**src/rtl/video_capture_fifo.sv**
```systemverilog
// Frame-capture unit: after start, skips SKIP_FRAMES frames, then captures CAP_FRAMES frames into a FWFT FIFO.
// Optional macro VCAP_SIG_EN enables a per-frame CRC-32 signature on sig; otherwise sig is tied to 0.
module video_capture_fifo #(
    parameter int COLOR_W     = 3,
    parameter int FIFO_DEPTH  = 16,
    parameter int SKIP_FRAMES = 250,
    parameter int CAP_FRAMES  = 50
) (
    input  logic                   clock,
    input  logic                   reset,
    input  logic                   clock_en,
    input  logic [COLOR_W-1:0]     video_r,
    input  logic [COLOR_W-1:0]     video_g,
    input  logic [COLOR_W-1:0]     video_b,
    input  logic                   hsync_n,
    input  logic                   vsync_n,
    input  logic                   start,
    output logic [3*COLOR_W+1:0]   out_data,
    output logic                   out_valid,
    input  logic                   out_ready,
    output logic [15:0]            frame_count,
    output logic [15:0]            drop_count,
    output logic                   overflow,
    output logic                   busy,
    output logic                   done,
    output logic [31:0]            sig
);
    localparam int DATA_W = 3*COLOR_W + 2;
    localparam int AW     = (FIFO_DEPTH > 1) ? $clog2(FIFO_DEPTH) : 1;
    localparam int CW     = AW + 1;

    typedef enum logic [1:0] {S_IDLE, S_SKIP, S_CAPTURE, S_DONE} state_t;

    state_t            r_state;
    logic              r_prev_vsync_n;
    logic [15:0]       r_frame_count;
    logic [15:0]       r_cap_count;
    logic [15:0]       r_drop_count;
    logic              r_overflow;
    logic [DATA_W-1:0] r_mem [FIFO_DEPTH];
    logic [AW-1:0]     r_wr_ptr;
    logic [AW-1:0]     r_rd_ptr;
    logic [CW-1:0]     r_count;

    logic w_edge, w_skip_hit, w_cap_last, w_term, w_push, w_pop;
    logic w_full, w_wr_en, w_drop, w_arm;

    function automatic logic [15:0] sat_inc16(input logic [15:0] v);
        return (v == 16'hFFFF) ? v : v + 16'd1;
    endfunction

    assign w_edge     = clock_en & r_prev_vsync_n & ~vsync_n;
    assign w_skip_hit = (32'(sat_inc16(r_frame_count)) == 32'(SKIP_FRAMES));
    assign w_cap_last = ((32'(r_cap_count) + 32'd1) == 32'(CAP_FRAMES));
    assign w_term     = (r_state == S_CAPTURE) & w_edge & w_cap_last;
    // The skip-completing edge starts the capture window, so its own sample is kept.
    assign w_push     = clock_en & (((r_state == S_SKIP) & w_edge & w_skip_hit) |
                                    ((r_state == S_CAPTURE) & ~w_term));
    assign w_pop      = out_valid & out_ready;
    assign w_full     = (r_count == CW'(FIFO_DEPTH));
    assign w_wr_en    = w_push & (~w_full | w_pop);
    assign w_drop     = w_push & ~w_wr_en;
    assign w_arm      = start & ((r_state == S_IDLE) | (r_state == S_DONE));

    always_ff @(posedge clock) begin
        if (reset) begin
            r_state        <= S_IDLE;
            r_prev_vsync_n <= 1'b1;
            r_frame_count  <= '0;
            r_cap_count    <= '0;
            r_drop_count   <= '0;
            r_overflow     <= 1'b0;
            r_wr_ptr       <= '0;
            r_rd_ptr       <= '0;
            r_count        <= '0;
        end else begin
            if (clock_en) r_prev_vsync_n <= vsync_n;
            if (w_wr_en) r_wr_ptr <= r_wr_ptr + AW'(1);
            if (w_pop) r_rd_ptr <= r_rd_ptr + AW'(1);
            r_count <= r_count + CW'(w_wr_en) - CW'(w_pop);
            if (w_drop) begin
                r_drop_count <= sat_inc16(r_drop_count);
                r_overflow   <= 1'b1;
            end
            case (r_state)
                S_IDLE, S_DONE: begin
                    if (w_arm) begin
                        r_frame_count <= '0;
                        r_cap_count   <= '0;
                        r_drop_count  <= '0;
                        r_overflow    <= 1'b0;
                        r_state       <= (SKIP_FRAMES == 0) ? S_CAPTURE : S_SKIP;
                    end
                end
                S_SKIP: begin
                    if (w_edge) begin
                        r_frame_count <= sat_inc16(r_frame_count);
                        if (w_skip_hit) r_state <= S_CAPTURE;
                    end
                end
                S_CAPTURE: begin
                    if (w_edge) begin
                        r_frame_count <= sat_inc16(r_frame_count);
                        r_cap_count   <= sat_inc16(r_cap_count);
                        if (w_cap_last) r_state <= S_DONE;
                    end
                end
                default: r_state <= S_IDLE;
            endcase
        end
    end

    always_ff @(posedge clock) begin
        if (w_wr_en) r_mem[r_wr_ptr] <= {video_r, video_g, video_b, hsync_n, vsync_n};
    end

    assign out_valid   = (r_count != '0);
    assign out_data    = out_valid ? r_mem[r_rd_ptr] : '0;
    assign frame_count = r_frame_count;
    assign drop_count  = r_drop_count;
    assign overflow    = r_overflow;
    assign busy        = (r_state == S_SKIP) | (r_state == S_CAPTURE);
    assign done        = (r_state == S_DONE) & ~out_valid;

`ifdef VCAP_SIG_EN
    localparam logic [31:0] CRC_POLY = 32'h04C1_1DB7;
    localparam logic [31:0] CRC_INIT = 32'hFFFF_FFFF;

    logic [31:0] r_crc;
    logic [31:0] r_sig;
    logic [31:0] w_sample_word;
    logic        w_cap_edge;

    function automatic logic [31:0] crc32_word(input logic [31:0] crc_in, input logic [31:0] word);
        logic [31:0] c;
        c = crc_in;
        for (int i = 31; i >= 0; i--) begin
            c = (c[31] ^ word[i]) ? ((c << 1) ^ CRC_POLY) : (c << 1);
        end
        return c;
    endfunction

    assign w_sample_word = 32'({video_r, video_g, video_b});
    assign w_cap_edge    = (r_state == S_CAPTURE) & w_edge;

    // A capture edge closes the running frame; its own sample seeds the next frame's CRC.
    always_ff @(posedge clock) begin
        if (reset) begin
            r_crc <= CRC_INIT;
            r_sig <= '0;
        end else if (w_arm) begin
            r_crc <= CRC_INIT;
            r_sig <= '0;
        end else begin
            if (w_cap_edge) r_sig <= r_crc;
            if (w_push) r_crc <= crc32_word(w_cap_edge ? CRC_INIT : r_crc, w_sample_word);
            else if (w_cap_edge) r_crc <= CRC_INIT;
        end
    end

    assign sig = r_sig;
`else
    assign sig = '0;
`endif

endmodule

```
**config.mk**
```make
export PLATFORM = sky130hd
export DESIGN_NAME = video_capture_fifo
export DESIGN_NICKNAME = d
export VERILOG_FILES = /design/src/rtl/video_capture_fifo.sv
export SDC_FILE = /design/constraint.sdc
export NUM_CORES = 1
export LEC_CHECK = 0
export ABC_AREA = 0
export CAP_MARGIN = 20
export CORE_UTILIZATION = 29
export DETAILED_ROUTE_END_ITERATION = 8
export PLACE_DENSITY = 0.53
export SLEW_MARGIN = 20
export SYNTH_ARGS = -nofsm -noshare
export SYNTH_HDL_FRONTEND = slang
export SYNTH_SLANG_ARGS = --single-unit
```
**constraint.sdc**
```tcl
create_clock -name clock -period 4.8 [get_ports clock]
set_input_delay 0.72 -clock clock [delete_from_list [all_inputs] [get_ports clock]]
set_output_delay 0.72 -clock clock [all_outputs]
set_load 0.005 [all_outputs]
```
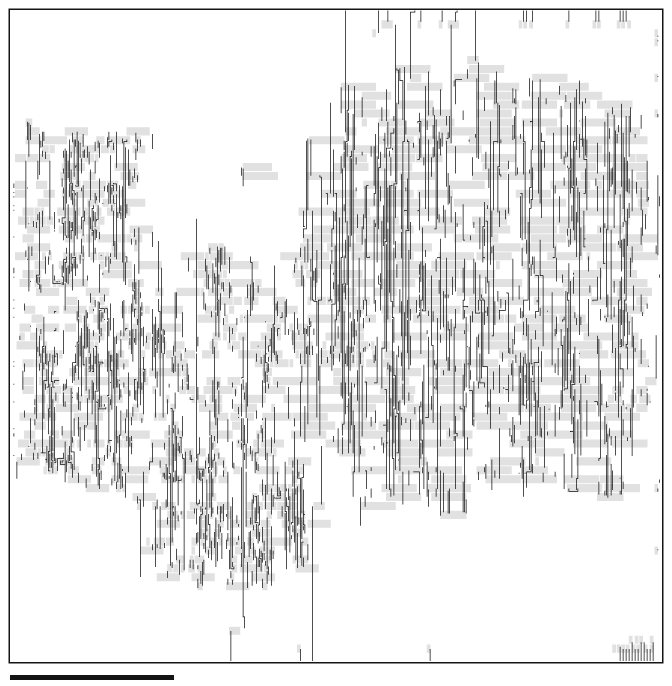
**Above:** met2 routing.
Scale bar: 50 µm.
- nets with wire on the layer: 786
- longest straight run: 72.8 µm
- share of all routed wire: 47%
Vias: 6854
grt met2 use: 20.8%
final wirelength: 25400 µm

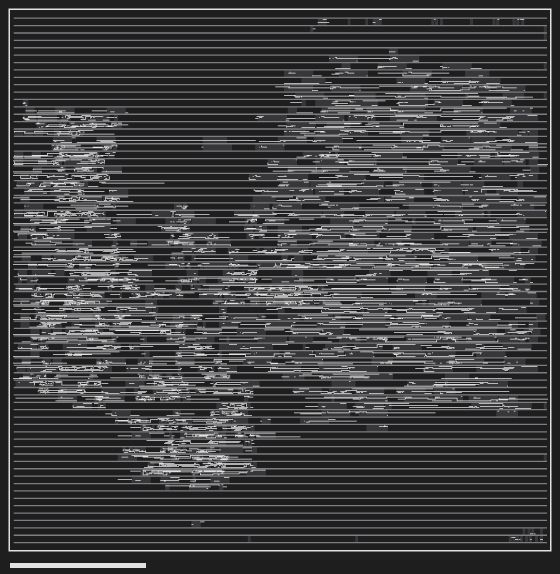
**Above:** met1 routing.
Scale bar: 50 µm. Supply wires on this layer in grey.
- share of all routed wire: 47%
- nets with wire on the layer: 851
- main direction: horizontal
met1 Track Usage GR: 17.9%

==> ci_impl_report.md <==
### Flow metrics

| Metric | Value |
|---|---|
| CTS tree | `yes` |
| Sw Ratio | `~27%` |
| # rows | `a little over 70` |
| Clock sink total | `roughly 250` |
| # DRC | `0` |
| Static leakage | `roughly 4.3 nW` |
| Min-delay worst type | `reg2reg` |
| Min-Delay Path Depth | `2` |
| Largest net degree at the start of global routing | `between 50 and 60` |
| Power Dens Cells | `approximately 420 nW/µm²` |
| Placed instance area | `12400 µm²` |
| Max reg flops | `~180` |
| Register-to-register setup slack | `0.79 ns` |
| Outcome | `finished, final reports clean` |
| Delay-heaviest family, CP | `simple AND/OR/NAND/NOR gates` |
| Global-route wire length before repair | `about 40000 µm` |
| Clk pwr share | `between 30% and 40%` |
| # fillers | `3699` |
| Clock Skew | `approximately 0.015 ns` |
| CP Launch Point | `frame_count[0]` |
| Top Ports | `95` |
| Area growth, synth to finish | `17.5%` |
| Pre-CTS setup slack | `0.624 ns` |
| Critical Path Stages | `16` |
| Required time worst endpoint | `about 5.3 ns` |
| Adder share | `2.29%` |
| Number of gates resized after CTS | `0` |
| Antenna violations before repair | `1` |
| # placed instances | `about 1400` |
| Simple-Gate Area Share | `between 10% and 20%` |
| # Cells Yosys | `about 840` |
| Final hold viol count | `0` |
| Tally of OpenROAD warnings | `34` |
| CP Launch Type | `register` |
| Sequential cell area | `about 6700 µm²` |
| Max-slew violations | `0` |
| Postcts setup bufs | `0` |
| Clock buffers | `35` |
| Most numerous logic cell after layout | `edfxtp_1` |
| Global Route Usage Sum | `12.9%` |
| Logic family by area | `simple AND/OR/NAND/NOR gates` |
No activity file was given, so power comes from the tool's default toggle rates.
